run_1/metal_density.png
9 x 9 tiles, from dark purple (low) to yellow (high), scaled to the fullest tile. Values are wire area over tile area, all layers added.
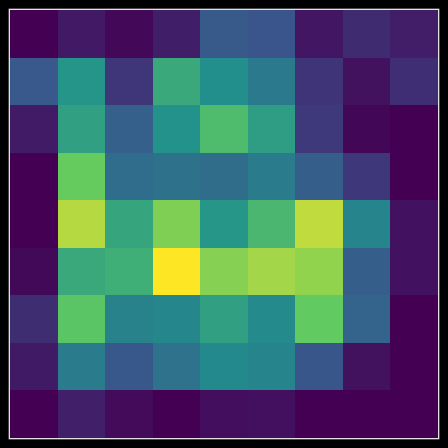
run_1/cell_density.png
Scale bar: 10 microns. 9 x 9 tiles, from dark purple (low) to yellow (high), 0 to 100% covered.
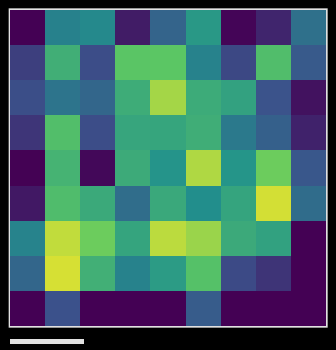
run_1/placement_by_type.png
Scale bar: 10 microns.
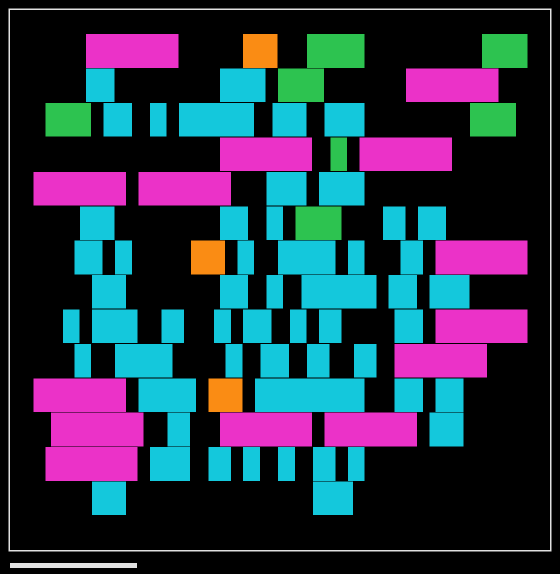
$ cat config.mk
export PLATFORM = sky130hd
export DESIGN_NAME = pin_debouncer
export DESIGN_NICKNAME = d
export VERILOG_FILES = /design/src/rtl/pin_debouncer.sv
export SDC_FILE = /design/constraint.sdc
export NUM_CORES = 1
export LEC_CHECK = 0
export CELL_PAD_IN_SITES_DETAIL_PLACEMENT = 1
export CELL_PAD_IN_SITES_GLOBAL_PLACEMENT = 1
export CORE_UTILIZATION = 40
export CTS_CLUSTER_SIZE = 30
export DETAILED_ROUTE_END_ITERATION = 16
export GPL_TIMING_DRIVEN = 0
export PLACE_DENSITY_LB_ADDON = 0.12
export SKIP_CTS_REPAIR_TIMING = 1
export SKIP_LAST_GASP = 1
export SLEW_MARGIN = 25
export SYNTH_ARGS = -nofsm -noshare
export SYNTH_HDL_FRONTEND = slang
export SYNTH_SLANG_ARGS = --single-unit
$ cat constraint.sdc
create_clock -name clock -period 1.9 [get_ports clock]
set_input_delay 0.38 -clock clock [delete_from_list [all_inputs] [get_ports clock]]
set_output_delay 0.38 -clock clock [all_outputs]
set_load 0.05 [all_outputs]
$ cat src/rtl/pin_debouncer.sv
// -----------------------------------------------------------------------------
// pin_debouncer
//
// Conditions one raw device pin before it reaches the registered logic cells.
// The asynchronous pin goes through a two-flop synchroniser. A change in the
// synchronised value is accepted only after it has differed from the current
// debounced level on STABLE_CYCLES+1 consecutive clocks. Accepted changes update
// `level` and raise a one-clock `rise` or `fall` strobe on the same edge.
//
// Optional feature macro: PIN_DEBOUNCER_EDGE_COUNT_EN
//   When defined, an 8-bit wrapping counter of accepted edges is exported on
//   `edge_cnt`. When undefined, the port and the counter do not exist.
//
// The FSM state is exported on `debug_state` (0 = STABLE, 1 = SETTLING) so
// checkers can observe it without reaching into the hierarchy.
// -----------------------------------------------------------------------------
module pin_debouncer #(
  parameter int   STABLE_CYCLES = 4,
  parameter int   CNT_WIDTH     = 8,
  parameter logic RESET_LEVEL   = 1'b0
) (
  input  logic       clock,
  input  logic       reset,
  input  logic       pin_in,
  output logic       level,
  output logic       rise,
  output logic       fall,
`ifdef PIN_DEBOUNCER_EDGE_COUNT_EN
  output logic [7:0] edge_cnt,
`endif
  output logic       debug_state
);

  // Settle counter terminal value. The counter counts the extra clocks a new
  // value has persisted beyond the detecting clock, so it never passes this.
  localparam logic [CNT_WIDTH-1:0] CNT_LAST = CNT_WIDTH'(STABLE_CYCLES - 1);

  typedef enum logic {
    STABLE   = 1'b0,
    SETTLING = 1'b1
  } state_t;

  logic                 s1;
  logic                 s2;
  state_t               state;
  logic [CNT_WIDTH-1:0] cnt;

  // Two-flop synchroniser; only s2 is consumed by the FSM.
  always_ff @(posedge clock) begin
    if (reset) begin
      s1 <= RESET_LEVEL;
      s2 <= RESET_LEVEL;
    end else begin
      s1 <= pin_in;
      s2 <= s1;
    end
  end

  // Debounce FSM: owns level, strobes and settle counter. Strobes default low
  // every clock so they can only ever be one cycle wide.
  always_ff @(posedge clock) begin
    if (reset) begin
      state <= STABLE;
      cnt   <= '0;
      level <= RESET_LEVEL;
      rise  <= 1'b0;
      fall  <= 1'b0;
    end else begin
      rise <= 1'b0;
      fall <= 1'b0;
      case (state)
        STABLE: begin
          // A new synchronised value starts the settle window.
          if (s2 != level) begin
            state <= SETTLING;
            cnt   <= '0;
          end
        end
        SETTLING: begin
          if (s2 == level) begin
            // Value fell back before the window closed: glitch, drop it.
            state <= STABLE;
            cnt   <= '0;
          end else if (cnt == CNT_LAST) begin
            // Window complete: accept and strobe in the same edge.
            state <= STABLE;
            cnt   <= '0;
            level <= s2;
            rise  <= s2;
            fall  <= ~s2;
          end else begin
            cnt <= cnt + 1'b1;
          end
        end
        default: begin
          state <= STABLE;
          cnt   <= '0;
        end
      endcase
    end
  end

`ifdef PIN_DEBOUNCER_EDGE_COUNT_EN
  // Accepted-edge detector, evaluated on the same terms as the FSM acceptance
  // branch so the count moves on the edge the strobe is raised.
  logic accept;
  assign accept = !reset && (state == SETTLING) && (s2 != level) && (cnt == CNT_LAST);

  // Accepted-edge counter; wraps 255 -> 0 with no saturation.
  always_ff @(posedge clock) begin
    if (reset) begin
      edge_cnt <= 8'd0;
    end else if (accept) begin
      edge_cnt <= edge_cnt + 8'd1;
    end
  end
`endif

  assign debug_state = state;

endmodule

==> results.txt, run 1 <==
Implementation results.

The run finished with clean final reports. The startpoint of the lowest-slack register-to-register path is cnt[0]$_SDFFE_PP0P_. Per the final timing report, the hold violations number 0. The most frequent cell after synthesis is sky130_fd_sc_hd__dfxtp_1.

The sum of negative setup slack is 0 ns. The area of the chip is 1820 sq um. The number of antenna violations at the first check in global routing came to 0.

The count of final max-slew check failures is 0. The maximum number of buffers from clock root to sink is 2. The via count normalized by instance count is 5.61. The HPWL after detailed placement is 1040 microns. The clock tree from TritonCTS is done. In the detailed route, the total length drawn on met3 is 49 microns. The normalized max-slew margin is 0.664.

The worst min-delay path category is reg2reg. The transition time at the pin with the least slew margin is 0.502 ns. The worst reg2reg path depth is 5.

Per the Yosys statistics, synthesis produced 69 cells. The post-route report lists met1 wire length as 662 microns. Counting both buffers and inverters, the worst setup path holds a total of 1.

The most used routing layer in global routing is met1. The net count after synthesis is 74. The area share of xor/xnor cells in the synthesized design is 0.0510. Summing all placed instances gives a cell area of 742 sq um. Per the skew report, the later register of the worst-skew pair sees a clock latency of 0.28 ns.
Back to the opening pictures, metal_density.png:
fullest tile	0.36
mean over tiles	0.12
emptiest ninth of the die	top right
nearly empty tiles	16%
vias post-DR: 527
Avg WL per Cell: 14.1 microns
final WL: 1330 microns

Back to the opening pictures, cell_density.png:
nearly empty tiles	15%
fullest tile	94%
tiles over 75% full	11%
emptiest ninth of the die	bottom right
mean over tiles	41%
Core Util, Final: 0.503
initial standard-cell utilization of the core: 0.434
core box area: 1520 sq um

Back to the opening pictures, placement_by_type.png:
colour	class	cells
orange	clock drivers	3
green	remaining buffers and delay cells	7
cyan	combinational and other logic	54
magenta	sequential cells	14
fraction of standard cell area that is sequential: 0.365
Row Count: 14

## run 1: report_power, final
| group | internal (mW) | total [mW] | switching [mW] |
|---|---|---|---|
| sequential | 0.296 | 0.298 | 0.00241 |
| clock | 0.0736 | 0.167 | 0.0931 |
| combinational | 0.00997 | 0.0245 | 0.0145 |
## run 1: final cells by class
type / count / area [sq um] / share of cell area
multi-input cells: 52 / 370 / 0.483
flip-flops and latches: 14 / 280 / 0.365
repair buffers: 6 / 62.6 / 0.0816
clock buffers: 3 / 22.5 / 0.0294
well taps: 16 / 20.0 / 0.0261
inverters: 2 / 7.51 / 0.00979
plain buffers: 1 / 3.75 / 0.00489
## run 1: state kept, by name, indices dropped and copies added (netlist names)
name,cells
cnt,8
level,1
s2,1
debug_state,1
fall,1
s1,1
rise,1
run_1/wires.png
Only two layers are drawn.
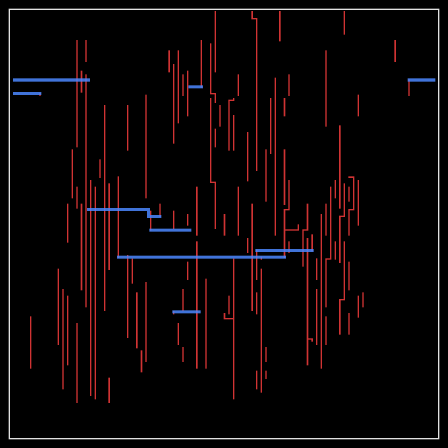

## Run 2: what changed since run 1
--- a/config.mk
+++ b/config.mk
@@ -7,6 +7,7 @@
 export LEC_CHECK = 0
 export CELL_PAD_IN_SITES_DETAIL_PLACEMENT = 1
 export CELL_PAD_IN_SITES_GLOBAL_PLACEMENT = 1
+export CORE_MARGIN = 2
 export CORE_UTILIZATION = 40
 export CTS_CLUSTER_SIZE = 30
 export DETAILED_ROUTE_END_ITERATION = 16
run_2/wires.png
Only two layers are drawn.
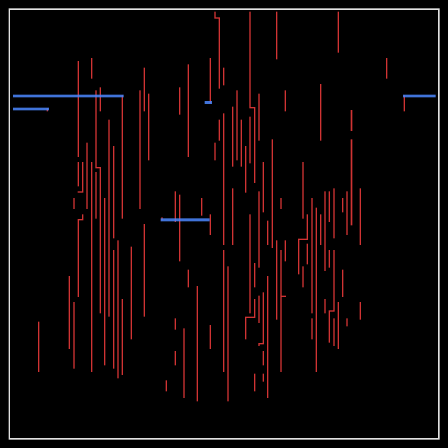
colour	layer	wire length
blue	metal 3	22.9 microns
red	metal 2	640 microns
Avg WL per Cell: 14.6 microns
total routing resource utilization after global routing: 0.167

run_2/metal_density.png
9 x 9 tiles, from dark purple (low) to yellow (high), scaled to the fullest tile. Values are wire area over tile area, all layers added.
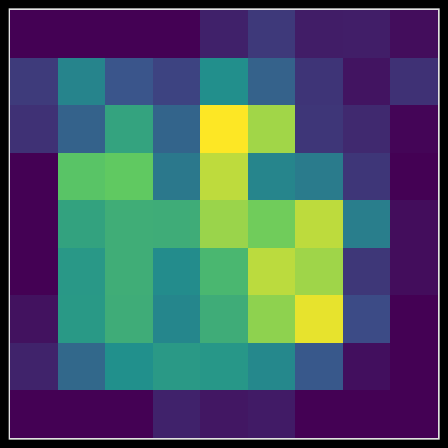
mean over tiles	0.10
tiles over half the peak	30%
emptiest ninth of the die	top right
final WL: 1370 microns
vias post-DR: 526

==> results.txt, run 2 <==
Implementation results.

The flow ran to the end, and the final reports show no timing, DRC or antenna violations. The hold violation total from the final report is 0. The total placed instance area is 742 sq um. Looking at the max-slew report, the worst-margin pin has a slew of 0.507 ns.

The count of final max-slew check failures is 0. The area share of xor/xnor cells in the synthesized design is 0.0510. In this run the standard cell core region covers 1520 sq um. According to the hold report, the worst path is of the reg2reg type.

The total buffers and inverters traversed by the critical path is 1. Per the gpl log, the routability congestion estimate is 0.788. TritonCTS built the clock tree.

The final core utilization is 0.503. The number of nets at floorplan is 74. The register with the most flip-flops in the layout has 8 of them.

The share of the core area taken by cells at floorplan is 0.434. The number of cells on the worst reg-to-reg path is 5. The worst register-to-register path begins at cnt[0]$_SDFFE_PP0P_. The later-pin clock latency in the skew report is 0.28 ns. The via count normalized by instance count is 5.60. In this run the number of cells on the critical path is 1.

The synthesized netlist was found by Yosys to have 69 cells. The register with the highest flop count is cnt. The most frequent cell after synthesis is sky130_fd_sc_hd__dfxtp_1.
run_2/placement_by_type.png
Scale bar: 10 microns.
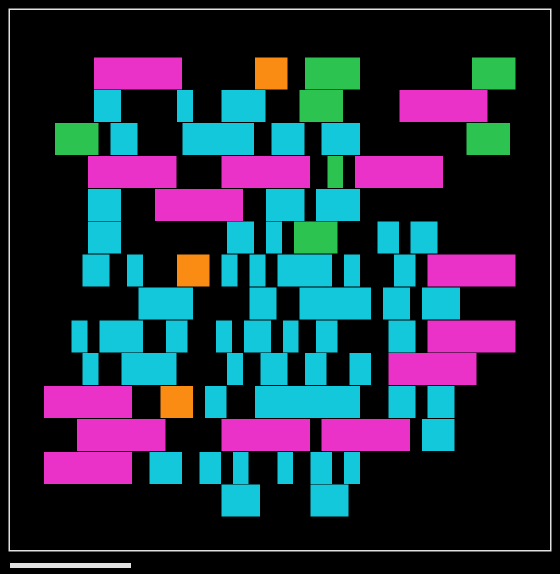
colour	class	cells
magenta	sequential cells	14
orange	clock drivers	3
green	remaining buffers and delay cells	7
cyan	combinational and other logic	54
fin area: 767 sq um

[run 2: layer usage]
metal  vias to the layer above  wire [microns]  GRT usage
li1                        272               -          -
met1                       247             694      0.221
met2                         5             639      0.232
met3                         2              22     0.0490
met4                         0              12      0.109
met5                         -               0          0
[run 2: layout make-up]
class / count / area (sq um)
plain buffers: 1 / 3.75
clock buffers: 3 / 22.5
fillers: 182 / 757
inverters: 2 / 7.51
multi-input cells: 52 / 370
flip-flops and latches: 14 / 280
well taps: 16 / 20.0
repair buffers: 6 / 62.6
[run 2: report_power, final]
part           leakage, nW  total (mW)  switching (mW)  internal [mW]
sequential           0.113       0.298         0.00239          0.296
combinational        0.150      0.0247          0.0147        0.00997
clock               0.0138       0.164          0.0906         0.0735
run_2/cell_density.png
Scale bar: 10 microns. 9 x 9 tiles, from dark purple (low) to yellow (high), 0 to 100% covered.
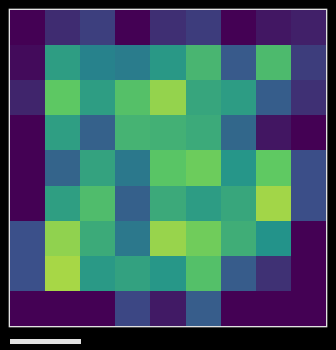

## Run 3: what changed since run 2
--- a/config.mk
+++ b/config.mk
@@ -8,11 +8,12 @@
 export CELL_PAD_IN_SITES_DETAIL_PLACEMENT = 1
 export CELL_PAD_IN_SITES_GLOBAL_PLACEMENT = 1
 export CORE_MARGIN = 2
-export CORE_UTILIZATION = 40
+export CORE_UTILIZATION = 36
 export CTS_CLUSTER_SIZE = 30
 export DETAILED_ROUTE_END_ITERATION = 16
 export GPL_TIMING_DRIVEN = 0
 export PLACE_DENSITY_LB_ADDON = 0.12
+export RECOVER_POWER = 50
 export SKIP_CTS_REPAIR_TIMING = 1
 export SKIP_LAST_GASP = 1
 export SLEW_MARGIN = 25
==> constraint.sdc (replaced) <==
create_clock -name clock -period 1.5 [get_ports clock]
set_input_delay 0.3 -clock clock [delete_from_list [all_inputs] [get_ports clock]]
set_output_delay 0.3 -clock clock [all_outputs]
set_load 0.05 [all_outputs]
run_3/cell_density.png
Scale bar: 10 microns. 9 x 9 tiles, from dark purple (low) to yellow (high), 0 to 100% covered.
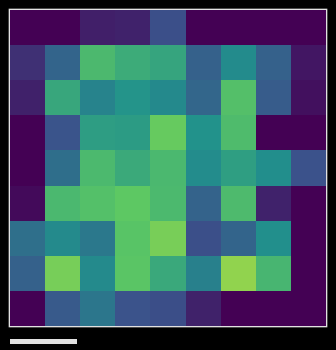
nearly empty tiles	21%
fullest tile	83%
emptiest ninth of the die	top right
mean over tiles	35%
densest ninth of the die	middle
initial standard-cell utilization of the core: 0.383
core box area: 1730 sq um

run_3/metal_density.png
9 x 9 tiles, from dark purple (low) to yellow (high), scaled to the fullest tile. Values are wire area over tile area, all layers added.
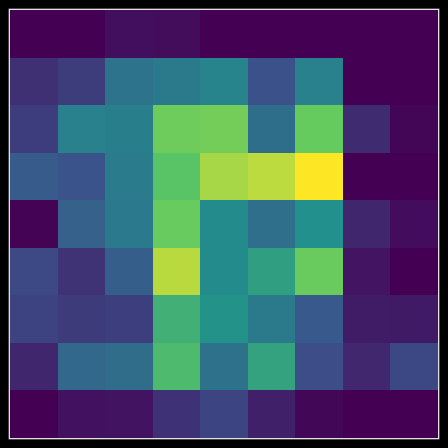
densest ninth of the die	middle
mean over tiles	0.098
tiles over half the peak	19%
final WL: 1400 microns
total routing resource utilization after global routing: 0.155
vias post-DR: 548
Avg WL per Cell: 13.4 microns

==> results.txt, run 3 <==
Implementation results.

The pin closest to its max-slew limit shows a slew of 0.597 ns. The floorplan step defined a die boundary enclosing 2200 sq um. The finished layout reports a core utilization of 0.469. The worst min-delay path category is reg2reg.

The clock network power consumption is 279 uW. For reference, the final report shows the max-slew violation count at 0. The layout report lists the clock-cell share of area as 0.0448.

The yosys stat cell total is 69. In this run the critical register-to-register path is launched from cnt[1]$_SDFFE_PP0P_. The register with the highest flop count is cnt.

RePlAce ended its routability-driven mode at a weighted congestion of 0.712. The flow ran to the end, and the final reports show no timing, DRC or antenna violations. The combinational gate power is 31.0 uW.

The later-pin clock latency in the skew report is 0.28 ns. For this design the static power due to leakage is 0.300 nW. Per the layout area report, the combinational fraction of cell area is 0.484. The sum of negative setup slack is 0 ns. The flip-flop count of the largest register after layout is 8.

The number of antenna violations at the first check in global routing is 0. The worst-case clock skew is 0.00144 ns. The share of synthesized area in the top cell type comes to 0.423.

The number of nets at floorplan is 74. The power dissipated by switching net loads is 153 uW. The plain and repair buffers instantiated in the layout total 7. The setup-violating endpoint count in the final report is 0. The worst register-to-register path has a depth of 4. Summing all flip-flop and latch instances after layout gives 285 sq um. Of the total power, registers draw 0.548. The hold violation total from the final report is 0. The total placed instance area is 753 sq um. On the critical path the data arrives at 1.19 ns. The dominant delay contributor by cell family on the critical path is buffers and inverters. The cell kind with the greatest summed area is multi-input combinational cells. The most frequent cell after synthesis is sky130_fd_sc_hd__dfxtp_1. Per the final report, the share of cell area in non-clock buffers is 0.0711.

All stages included, the depth of the critical timing path comes to 1. Of the total power, the clock network draws 0.407. The area share of xor/xnor cells in the synthesized design is 0.0510. The max-slew check reports its worst relative slack as 0.603. The number of logic gates is 52.

In the final layout, the fill cell count is 210. TritonCTS built the clock tree. Switching power as a fraction of the total was reported as 0.223. After legalization and detailed placement, the total HPWL measured 1050 microns. Per report_power, the top consumer among the power groups is registers.

The via count normalized by instance count is 5.27. There are 14 flip-flops and latches. The count of inverters other than clock inverters in the layout is 2.

The part of the total power dissipated in combinational logic is 0.045.
run_3/placement_by_type.png
Scale bar: 10 microns.
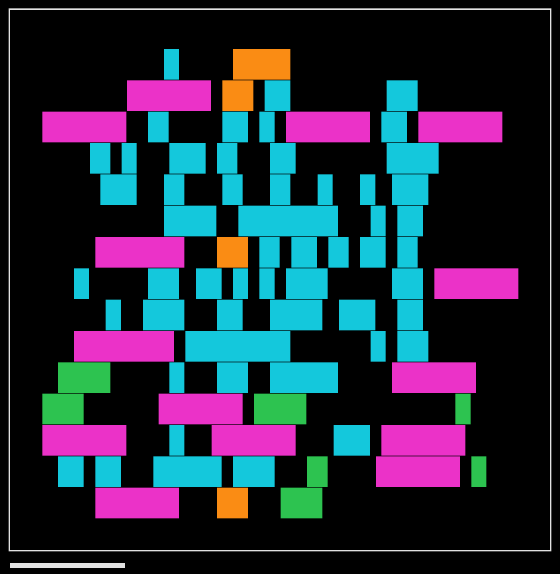
colour	class	cells
green	remaining buffers and delay cells	7
cyan	combinational and other logic	54
magenta	sequential cells	14
orange	clock drivers and dummy loads	4
Row Count: 15
fin area: 810 sq um
fraction of standard cell area that is sequential: 0.352

-- run 3: worst max-delay path by stage --
| stage | end | start | slack (ns) |
|---|---|---|---|
| floorplan | cnt[1]$_SDFFE_PP0P_ | level$_SDFFE_PP0P_ | 0.02 |
| global placement | cnt[6]$_SDFFE_PP0P_ | reset | -0.26 |
| detailed placement | cnt[6]$_SDFFE_PP0P_ | reset | -0.28 |
| CTS | level | level$_SDFFE_PP0P_ | -0.40 |
| global route | level | level$_SDFFE_PP0P_ | -0.04 |
| finish | level | level$_SDFFE_PP0P_ | 0.01 |
-- run 3: routing by layer --
layer	global-route usage	vias up	routed length [microns]
li1	-	273	-
met1	0.205	264	689
met2	0.227	7	642
met3	0.0231	4	31
met4	0.117	0	33
met5	0	-	0
Power is estimated from default activity; no workload was simulated.
